Fig. 1: wire density map
Scale: 3 px per um. The die is cut into 26 by 26 equal tiles; dark blue is low, red is high, scaled to the fullest tile. Values are wire area over tile area, all layers added.
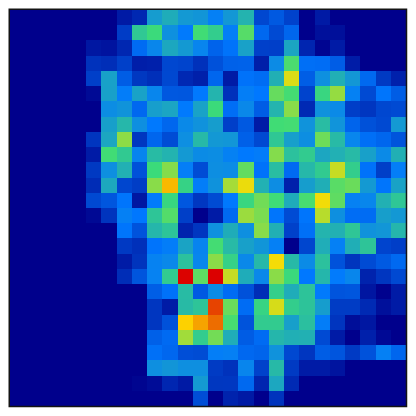
Fig. 2: I/O nets highlighted
Scale: 4 px per um.
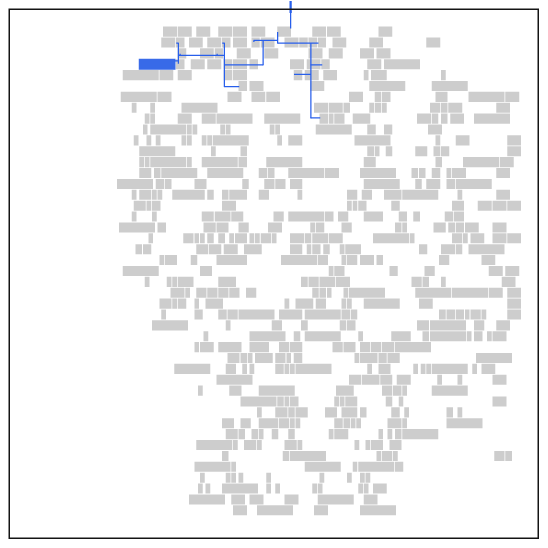
[src/rtl/fc_pkg.sv]
// Shared types and default-size constants for the FC operand fetch sequencer.
package fc_pkg;

    typedef enum logic [2:0] {
        BUF_X  = 3'd0,
        BUF_W1 = 3'd1,
        BUF_B1 = 3'd2,
        BUF_W2 = 3'd3,
        BUF_B2 = 3'd4
    } buf_sel_t;

    typedef enum logic [2:0] {
        S_IDLE  = 3'd0,
        S_F_X   = 3'd1,
        S_F_W1  = 3'd2,
        S_F_B1  = 3'd3,
        S_F_W2  = 3'd4,
        S_F_B2  = 3'd5,
        S_DRAIN = 3'd6
    } state_t;

    localparam int DEF_IP1 = 128;
    localparam int DEF_OP1 = 84;
    localparam int DEF_IP2 = 84;
    localparam int DEF_OP2 = 10;

    localparam int LEN_X  = DEF_IP1;
    localparam int LEN_W1 = DEF_IP1 * DEF_OP1;
    localparam int LEN_B1 = DEF_OP1;
    localparam int LEN_W2 = DEF_IP2 * DEF_OP2;
    localparam int LEN_B2 = DEF_OP2;
    localparam int TOTAL_WORDS = LEN_X + LEN_W1 + LEN_B1 + LEN_W2 + LEN_B2;

    function automatic int total_words(input int ip1, input int op1, input int ip2, input int op2);
        return ip1 + ip1 * op1 + op1 + ip2 * op2 + op2;
    endfunction

endpackage

[src/rtl/fc_idx_counter.sv]
// Row/column walker for one buffer region; wraps to (0,0) after the last element.
module fc_idx_counter (
    input  logic       clk,
    input  logic       reset,
    input  logic       clear,
    input  logic       step,
    input  logic [7:0] row_limit,
    input  logic [7:0] col_limit,
    output logic [7:0] row,
    output logic [7:0] col,
    output logic       last
);

    logic [7:0] row_reg;
    logic [7:0] col_reg;
    logic       col_end;

    assign col_end = (col_reg == col_limit - 8'd1);
    assign last    = col_end && (row_reg == row_limit - 8'd1);
    assign row     = row_reg;
    assign col     = col_reg;

    always_ff @(posedge clk or negedge reset) begin
        if (!reset) begin
            row_reg <= '0;
            col_reg <= '0;
        end else if (clear) begin
            row_reg <= '0;
            col_reg <= '0;
        end else if (step) begin
            if (last) begin
                row_reg <= '0;
                col_reg <= '0;
            end else if (col_end) begin
                col_reg <= '0;
                row_reg <= row_reg + 8'd1;
            end else begin
                col_reg <= col_reg + 8'd1;
            end
        end
    end

endmodule

[src/rtl/fc_fetch_ctrl.sv]
// Streams X, W1, B1, W2, B2 from one contiguous RAM image into the FC operand
// buffers, then pulses enFC once every operand is resident.
module fc_fetch_ctrl #(
    parameter int WORD_SIZE      = 16,
    parameter int ADDRESS_SIZE   = 16,
    parameter int IP_LAYER1_SIZE = 128,
    parameter int OP_LAYER1_SIZE = 84,
    parameter int IP_LAYER2_SIZE = 84,
    parameter int OP_LAYER2_SIZE = 10
) (
    input  logic                    clk,
    input  logic                    reset,
    input  logic                    fetch_from_ram,
    input  logic [ADDRESS_SIZE-1:0] base_addr,
    output logic                    ram_rd_en,
    output logic [ADDRESS_SIZE-1:0] ram_addr,
    input  logic                    ram_gnt,
    input  logic [WORD_SIZE-1:0]    ram_rd_data,
    output logic                    buf_wr_en,
    output logic [2:0]              buf_sel,
    output logic [7:0]              buf_row,
    output logic [7:0]              buf_col,
    output logic [WORD_SIZE-1:0]    buf_wr_data,
    output logic                    busy,
    output logic                    enFC
);
    import fc_pkg::*;

    localparam logic [7:0] L_IP1 = 8'(IP_LAYER1_SIZE);
    localparam logic [7:0] L_OP1 = 8'(OP_LAYER1_SIZE);
    localparam logic [7:0] L_IP2 = 8'(IP_LAYER2_SIZE);
    localparam logic [7:0] L_OP2 = 8'(OP_LAYER2_SIZE);

    state_t                  state_reg, state_next;
    logic [ADDRESS_SIZE-1:0] addr_reg;
    logic                    wr_en_reg;
    buf_sel_t                sel_reg;
    logic [7:0]              row_reg, col_reg;
    logic                    enfc_reg, busy_reg;

    logic       fetching, accept, start;
    logic [7:0] row_limit, col_limit, idx_row, idx_col;
    logic       idx_last;
    buf_sel_t   cur_sel;

    assign fetching = (state_reg == S_F_X) || (state_reg == S_F_W1) || (state_reg == S_F_B1) ||
                      (state_reg == S_F_W2) || (state_reg == S_F_B2);
    assign accept   = fetching && ram_gnt;
    // The enFC cycle is still part of the busy window, so a start there is dropped.
    assign start    = (state_reg == S_IDLE) && fetch_from_ram && !enfc_reg;

    fc_idx_counter u_idx (
        .clk       (clk),
        .reset     (reset),
        .clear     (start),
        .step      (accept),
        .row_limit (row_limit),
        .col_limit (col_limit),
        .row       (idx_row),
        .col       (idx_col),
        .last      (idx_last)
    );

    always_comb begin
        row_limit = 8'd1;
        col_limit = 8'd1;
        cur_sel   = BUF_X;
        case (state_reg)
            S_F_X:   begin col_limit = L_IP1; cur_sel = BUF_X; end
            S_F_W1:  begin row_limit = L_OP1; col_limit = L_IP1; cur_sel = BUF_W1; end
            S_F_B1:  begin col_limit = L_OP1; cur_sel = BUF_B1; end
            S_F_W2:  begin row_limit = L_OP2; col_limit = L_IP2; cur_sel = BUF_W2; end
            S_F_B2:  begin col_limit = L_OP2; cur_sel = BUF_B2; end
            default: ;
        endcase
    end

    always_comb begin
        state_next = state_reg;
        case (state_reg)
            S_IDLE:  if (start) state_next = S_F_X;
            S_F_X:   if (accept && idx_last) state_next = S_F_W1;
            S_F_W1:  if (accept && idx_last) state_next = S_F_B1;
            S_F_B1:  if (accept && idx_last) state_next = S_F_W2;
            S_F_W2:  if (accept && idx_last) state_next = S_F_B2;
            S_F_B2:  if (accept && idx_last) state_next = S_DRAIN;
            // The final write always lands in the first DRAIN cycle.
            S_DRAIN: state_next = S_IDLE;
            default: state_next = S_IDLE;
        endcase
    end

    always_ff @(posedge clk or negedge reset) begin
        if (!reset) begin
            state_reg <= S_IDLE;
            addr_reg  <= '0;
            wr_en_reg <= 1'b0;
            sel_reg   <= BUF_X;
            row_reg   <= '0;
            col_reg   <= '0;
            enfc_reg  <= 1'b0;
            busy_reg  <= 1'b0;
        end else begin
            state_reg <= state_next;
            if (start) begin
                addr_reg <= base_addr;
            end else if (accept) begin
                addr_reg <= addr_reg + 1'b1;
            end
            wr_en_reg <= accept;
            if (accept) begin
                sel_reg <= cur_sel;
                row_reg <= idx_row;
                col_reg <= idx_col;
            end
            enfc_reg <= (state_reg == S_DRAIN);
            busy_reg <= (state_next != S_IDLE) || (state_reg == S_DRAIN);
        end
    end

    assign ram_rd_en   = fetching;
    assign ram_addr    = addr_reg;
    assign buf_wr_en   = wr_en_reg;
    assign buf_sel     = sel_reg;
    assign buf_row     = row_reg;
    assign buf_col     = col_reg;
    // RAM data is already registered on its side and arrives together with the strobe;
    // gating keeps the data bus quiet outside write cycles and in reset.
    assign buf_wr_data = wr_en_reg ? ram_rd_data : '0;
    assign busy        = busy_reg;
    assign enFC        = enfc_reg;

endmodule
[config.mk]
export PLATFORM = sky130hd
export DESIGN_NAME = fc_fetch_ctrl
export DESIGN_NICKNAME = d
export VERILOG_FILES = /design/src/rtl/fc_pkg.sv /design/src/rtl/fc_idx_counter.sv /design/src/rtl/fc_fetch_ctrl.sv
export SDC_FILE = /design/constraint.sdc
export NUM_CORES = 1
export LEC_CHECK = 0
export CAP_MARGIN = 30
export CORE_MARGIN = 4
export CORE_UTILIZATION = 23
export CTS_CLUSTER_DIAMETER = 60
export DETAILED_ROUTE_END_ITERATION = 10
export GPL_ROUTABILITY_DRIVEN = 0
export GPL_TIMING_DRIVEN = 1
export HOLD_SLACK_MARGIN = 0.06
export PLACE_DENSITY = 0.47
export SLEW_MARGIN = 20
export SYNTH_ARGS = -nofsm -noshare
export SYNTH_HDL_FRONTEND = slang
export SYNTH_HIERARCHICAL = 1
export SYNTH_SLANG_ARGS = --single-unit
[constraint.sdc]
create_clock -name clk -period 3.25 [get_ports clk]
set_input_delay 0.975 -clock clk [delete_from_list [all_inputs] [get_ports clk]]
set_output_delay 0.975 -clock clk [all_outputs]
set_load 0.005 [all_outputs]
==> qor_table.md <==
| Parameter | This run |
| --- | --- |
| Fraction of power consumed by sequential logic | 37.5% |
| Minimum clock period | 3.03 ns |
| Hold Buf Count CTS | 0 |
| Clock network fraction of total power | 31.7% |
| Utilization of the core after routing | 33.7% |
| Capture instance of the worst register-to-register path | u_idx/row[4]$_DFFE_PN0P_ |
| Core region area | 0.0151 mm2 |
| Ys async rst share | 100% |
| HP Start | buf_col[3]$_DFFE_PN0P_ |
| CP arrival | 2.06 ns |
| Dpl hpwl | 7770 um |
| Maximum number of pins on one net before global-route repair | 58 |
| Area of all placed cells without fillers | 0.00511 mm2 |
| Classification of the worst setup path | in -> out |
| Top cells by area | sky130_fd_sc_hd__dfrtp_1 40%, sky130_fd_sc_hd__nand2_1 8.3%, sky130_fd_sc_hd__nor2_1 3.4% |
| Path category of the worst min-delay check | reg -> reg |
| Chip area in the Yosys report | 0.00353 mm2 |
| CP max FO | 1 |
| VDD IR-drop max | 0.000268 V |
| Type of origin of the critical path | input pin |
| Average cell area after synthesis | 8.76 um2 |
| First-pass iteration count of the detailed router | 4 |
| Synthesized flop and latch total | 57 |
| Start point of the critical path | ram_rd_data[2] |
| Slowest stage cell, crit path | sky130_fd_sc_hd__clkdlybuf4s50_1 |
| Unrepaired setup endpoints after global routing | no |
| Most used cell, CP | sky130_fd_sc_hd__clkdlybuf4s50_1 |
| Status | finished clean |
| Most frequent logic cell in the layout | sky130_fd_sc_hd__clkdlybuf4s50_1 |
| Cells on Worst Hold Path | 2 |
| Crit-path cells | clkdlybuf4s50_1 -> and2_1 -> clkdlybuf4s50_1 |
| Antenna Violating Nets Remaining | 0 |
| Starting density of the core | 23.3% |
| Int Pwr | 1.98 mW |
| Final max-slew violation count | 0 |
| Static Leakage | 2.23 nW |
| Net switching power | 0.925 mW |
| Post-detailed-placement cell area | 0.00480 mm2 |
| Number of global-route vias before repair | 3371 |
| Flip-flop cell with the highest count after synthesis | sky130_fd_sc_hd__dfrtp_1 |
| Commonest cells in the synthesized netlist | 78 x sky130_fd_sc_hd__nand2_1, 57 x sky130_fd_sc_hd__dfrtp_1, 32 x sky130_fd_sc_hd__nor2_1, 21 x sky130_fd_sc_hd__nand3_1, 17 x sky130_fd_sc_hd__and2_1 |
| Synth Area in XOR/XNOR | 6.35% |
| Area fraction in mux cells | 1.13% |
| Clock Skews | 0.00424 ns |
| Met1 global-route usage | 15.8% |
| Max reg flops | 16 |
| Clk_lat worst skew | 0.33 ns |
| Cell Count Post-Placement | 700 |
| Proportion of cell area spent on the clock network | 5.76% |
| Buffers on Ports | 90 |
| Total power consumption of the routed design | 2.91 mW |
| Post-Synthesis Cells | 403 |
| Total Routing Usage GR | 12.4% |
| Seq pwr | 1.09 mW |
| Non-filler cells in the finished layout | 716 |
| Sequential area share after synthesis | 40.4% |
| Count of unresolved DRC violations after routing | 0 |
| Top pwr grp | sequential cells |
| Amount of wire on met3 after detailed routing | 410 um |
| Combinational share of power | 30.8% |
| Routed met1 length | 4730 um |
| Critical path depth in cells | 3 |
| Most crowded layer after global routing | met2 |
| Flop area | 0.00143 mm2 |
| Nets | 564 |
| Area share of the leading cell type in the synthesized netlist | 40.4% |
| Leftover overflow at the end of global routing | 0 |
| Number of fill cells | 1541 |
| Diodes inserted | 0 |
| Combinational Area | 0.00202 mm2 |
| Worst stage delay on the critical path | 0.51 ns |
| Horizontal extent of the die | 132 um |
Back to the opening pictures, Fig. 1:
fullest tile: 0.49
emptiest ninth of the die: bottom left
mean over tiles: 0.094
nearly empty tiles: 34%
tiles over half the peak: 7.4%

Back to the opening pictures, Fig. 2:
| port | colour | bits | direction | edge | end cells | wire |
|---|---|---|---|---|---|---|
| `buf_wr_en` | blue | 1 | output | top | 1 | 101 um |

No activity file was given, so power comes from the tool's default toggle rates.
